`src/rtl/zone_light_controller.sv`:
```
// Multi-zone lighting controller: per-zone debounce, short/long press decode, absence timer and AUTO/MANUAL FSM.
// Optional master-off input enabled with `define ZLC_MASTER_OFF_EN.
module zone_light_controller #(
    parameter int N_ZONES           = 4,
    parameter int CLK_PER_MS        = 50000,
    parameter int DEBOUNCE_P        = 300,
    parameter int SWITCH_MODE_MIN_T = 5000,
    parameter int AUTO_SHUTDOWN_T   = 30000
) (
    input  logic               clk,
    input  logic               rst,
    input  logic [N_ZONES-1:0] infravermelho,
    input  logic [N_ZONES-1:0] push_button,
`ifdef ZLC_MASTER_OFF_EN
    input  logic               all_off,
`endif
    output logic [N_ZONES-1:0] saida,
    output logic [N_ZONES-1:0] led
);

    localparam int PW = $clog2(CLK_PER_MS + 1);
    localparam int DW = $clog2(DEBOUNCE_P + 1);
    localparam int HW = $clog2(SWITCH_MODE_MIN_T + 1);
    localparam int AW = $clog2(AUTO_SHUTDOWN_T + 1);

    localparam logic [PW-1:0] PRE_LAST = PW'(CLK_PER_MS - 1);
    localparam logic [DW-1:0] DEB_LAST = DW'(DEBOUNCE_P - 1);
    localparam logic [HW-1:0] HOLD_MAX = HW'(SWITCH_MODE_MIN_T);
    localparam logic [AW-1:0] ABS_MAX  = AW'(AUTO_SHUTDOWN_T);

    typedef enum logic [1:0] {
        AUTO_OFF,
        AUTO_ON,
        MANUAL_OFF,
        MANUAL_ON
    } zone_state_t;

    logic [PW-1:0] presc;
    logic          tick;
    logic          master_off;

    assign tick = (presc == PRE_LAST);

`ifdef ZLC_MASTER_OFF_EN
    assign master_off = all_off;
`else
    assign master_off = 1'b0;
`endif

    always_ff @(posedge clk) begin
        if (rst) begin
            presc <= '0;
        end else if (tick) begin
            presc <= '0;
        end else begin
            presc <= presc + 1'b1;
        end
    end

    for (genvar z = 0; z < N_ZONES; z++) begin : g_zone
        logic          ir_m, ir_s;
        logic          pb_m, pb_s;
        logic          deb, deb_d;
        logic [DW-1:0] deb_cnt;
        logic [HW-1:0] hold_cnt;
        logic          long_seen;
        logic [AW-1:0] abs_cnt;
        logic          long_ev, short_ev, timeout, enter_on;
        logic          lamp, mode;
        zone_state_t   state, nxt;

        // long fires in the first cycle the hold count sits at its limit; long_seen masks the rest
        assign long_ev  = deb && (hold_cnt == HOLD_MAX) && !long_seen;
        // hold_cnt still holds the pre-release value in the first cycle after deb falls
        assign short_ev = deb_d && !deb && (hold_cnt != HOLD_MAX);
        assign timeout  = (abs_cnt >= ABS_MAX);

        always_comb begin
            nxt = state;
            if (long_ev) begin
                case (state)
                    AUTO_OFF:   nxt = MANUAL_OFF;
                    AUTO_ON:    nxt = MANUAL_ON;
                    MANUAL_OFF: nxt = AUTO_OFF;
                    MANUAL_ON:  nxt = AUTO_ON;
                    default:    nxt = AUTO_OFF;
                endcase
            end else if (master_off) begin
                case (state)
                    AUTO_ON:   nxt = AUTO_OFF;
                    MANUAL_ON: nxt = MANUAL_OFF;
                    default:   nxt = state;
                endcase
            end else begin
                case (state)
                    AUTO_OFF:   if (ir_s) nxt = AUTO_ON;
                    AUTO_ON:    if (timeout) nxt = AUTO_OFF;
                    MANUAL_OFF: if (short_ev) nxt = MANUAL_ON;
                    MANUAL_ON:  if (timeout || short_ev) nxt = MANUAL_OFF;
                    default:    nxt = AUTO_OFF;
                endcase
            end
        end

        assign enter_on = ((nxt == AUTO_ON) || (nxt == MANUAL_ON)) && (nxt != state);

        always_ff @(posedge clk) begin
            if (rst) begin
                ir_m      <= 1'b0;
                ir_s      <= 1'b0;
                pb_m      <= 1'b0;
                pb_s      <= 1'b0;
                deb       <= 1'b0;
                deb_d     <= 1'b0;
                deb_cnt   <= '0;
                hold_cnt  <= '0;
                long_seen <= 1'b0;
                abs_cnt   <= '0;
                state     <= AUTO_OFF;
                lamp      <= 1'b0;
                mode      <= 1'b0;
            end else begin
                ir_m  <= infravermelho[z];
                ir_s  <= ir_m;
                pb_m  <= push_button[z];
                pb_s  <= pb_m;
                deb_d <= deb;

                if (pb_s == deb) begin
                    deb_cnt <= '0;
                end else if (tick) begin
                    if (deb_cnt == DEB_LAST) begin
                        deb     <= pb_s;
                        deb_cnt <= '0;
                    end else begin
                        deb_cnt <= deb_cnt + 1'b1;
                    end
                end

                if (!deb) begin
                    hold_cnt <= '0;
                end else if (tick && (hold_cnt != HOLD_MAX)) begin
                    hold_cnt <= hold_cnt + 1'b1;
                end
                long_seen <= deb && (hold_cnt == HOLD_MAX);

                if (ir_s || enter_on || master_off) begin
                    abs_cnt <= '0;
                end else if (tick && !timeout) begin
                    abs_cnt <= abs_cnt + 1'b1;
                end

                state <= nxt;
                lamp  <= (nxt == AUTO_ON) || (nxt == MANUAL_ON);
                mode  <= (nxt == MANUAL_OFF) || (nxt == MANUAL_ON);
            end
        end

        assign saida[z] = lamp;
        assign led[z]   = mode;
    end

endmodule

```
`config.mk`:
```
export PLATFORM = sky130hd
export DESIGN_NAME = zone_light_controller
export DESIGN_NICKNAME = d
export VERILOG_FILES = /design/src/rtl/zone_light_controller.sv
export SDC_FILE = /design/constraint.sdc
export NUM_CORES = 1
export LEC_CHECK = 0
export CAP_MARGIN = 10
export CELL_PAD_IN_SITES_DETAIL_PLACEMENT = 0
export CELL_PAD_IN_SITES_GLOBAL_PLACEMENT = 1
export CORE_MARGIN = 2
export CORE_UTILIZATION = 35
export CTS_CLUSTER_DIAMETER = 80
export CTS_CLUSTER_SIZE = 14
export DETAILED_ROUTE_END_ITERATION = 7
export PLACE_DENSITY_LB_ADDON = 0.1
export SLEW_MARGIN = 25
export SYNTH_ARGS = -nofsm -noshare
export SYNTH_HDL_FRONTEND = slang
export SYNTH_SLANG_ARGS = --single-unit
```
`constraint.sdc`:
```
create_clock -name clk -period 3.6 [get_ports clk]
set_clock_uncertainty 0.1 [all_clocks]
set_input_delay 0.72 -clock clk [delete_from_list [all_inputs] [get_ports clk]]
set_output_delay 0.72 -clock clk [all_outputs]
set_load 0.01 [all_outputs]
```
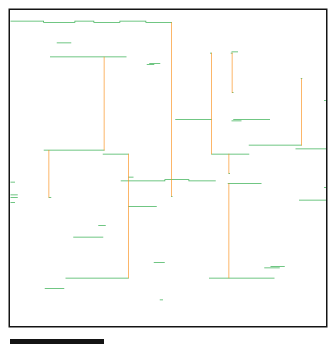
**Above:** metal layers overlaid.
The bar under the picture is 50 um long. Two of the layers only.
legend:
  green:
    layer: met3
    wire_length: 537 um
  orange:
    layer: met4
    wire_length: 404 um
wire length after detailed routing: 20200 um
via count: 7364

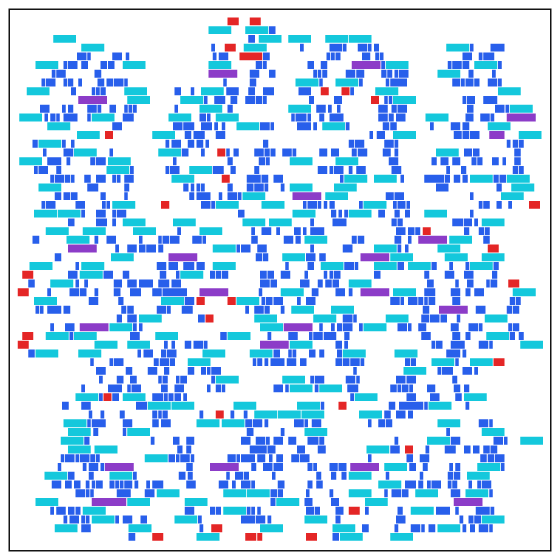
**Above:** placement by cell class.
legend:
  purple:
    class: clock drivers and dummy loads
    cells: 21
  cyan:
    class: flip-flops
    cells: 204
  blue:
    class: all other logic
    cells: 840
  red:
    class: other buffers and delay cells
    cells: 33
area of the core: 26700 um^2
sequential share of cell area: 39.0%
post-layout utilization of the core: 39.2%

stage by stage:
stage,setup slack (ps),util [%]
after global placement,618,37.2
after global routing,399,39.2
final,626,39.2
after floorplan,1000,-
after detailed placement,601,37.3
after CTS,602,39.2
state kept, by name (all words and copies together), names as in the netlist:
signal            count
g_zone.lamp           2
g_zone.hold_cnt      52
g_zone.deb_cnt       36
g_zone.pb_m           4
g_zone.mode           4
g_zone.state          6
g_zone.ir_s           4
g_zone.long_seen      4
g_zone.pb_s           4
presc                16
g_zone.deb_d          4
g_zone.abs_cnt       60
g_zone.deb            4
g_zone.ir_m           4
power groups by stage:
stage	Sequential (uW)	Clock [uW]	Combinational [uW]
final	2280	1850	87.9
after global routing	2280	2020	98.2
after CTS	2280	1950	91.0
after detailed placement	2330	0	90.7
after global placement	2330	0	90.3
after floorplan	2330	0	56.2
==> flow_metrics.py <==
# Synthesis and PnR figures
metrics = {
    "clock_tree": {
        "number_of_buffers_inserted_by_hold_repair_at_cts": 0,
        "tritoncts.num_buffers": 18,
        "ctsLongestPathBuffers": 3,
        "htreeDepth": 1,
        "tritoncts_num_sinks": 204,
    },
    "critical_path": {
        "worstPathCellList": "or4b_1, or4_2, buf_4, a211oi_1, buf_4, nand3_1, mux2_2",
        "crit_path_start_kind": "flop",
        "cell_with_the_largest_stage_delay_on_the_worst_path": "or4_2",
        "timing.critical_path.max_delay_family": "simple AND/OR/NAND/NOR gates",
        "r2r_start": "presc[7]",
        "critPathMaxStageDelay_ps": 820,
        "cp_data_required_time_ps": 3890,
    },
    "die": {
        "die_area_um2": 28300,
        "die_height_um": 168,
    },
    "place": {
        "gp_routability_congestion": 0.712,
        "hpwlAfterDp_um": 13600,
    },
    "drt": {
        "wl_per_cell_um": 14.0,
        "route.detailed.drc": 0,
        "detailedRoute.firstPassIterationCount": 4,
    },
    "grt": {
        "grt_pass1_wl_um": 34900,
        "global_router_s_overall_resource_usage_pct": 14.6,
        "global_route.overflow_total": 0,
        "met2_usage_pct": 23.4,
        "maximum_number_of_pins_on_one_net_before_global_route_repair": 38,
    },
    "sta": {
        "final_max_slew_viol_count": 0,
        "post_route_setup_tns_ps": 0,
        "hold_ws_ps": 339,
        "finalSetupViolations": 0,
        "rsz0062_at_grt": "false",
        "timing.slew.headroom_pct": 42.8,
    },
    "finish": {
        "layout-drive-gt1-share_pct": 5.10,
        "area_growth_pct": 11.2,
        "layout.cells.most_common_list": "dfxtp_1 (204), nor2_1 (173), nand2_1 (81)",
        "clock_area_share_pct": 4.96,
    },
    "hold_path": {
        "min_path_type": "flop to flop",
        "launch_instance_of_the_worst_min_delay_path": "g_zone[1].ir_m",
        "hold_path_depth": 1,
    },
    "run_status": {
        "outcome": "completed",
    },
    "power": {
        "net_switching_power_uw": 885,
    },
    "yosys": {
        "top_logic_kind": "simple AND/OR/NAND/NOR gates",
        "avgSynthCellArea_um2": 8.63,
        "post_synth_num_cell_types": 62,
    },
}
Power figures rest on the tool's default switching activity, not on a simulated workload.
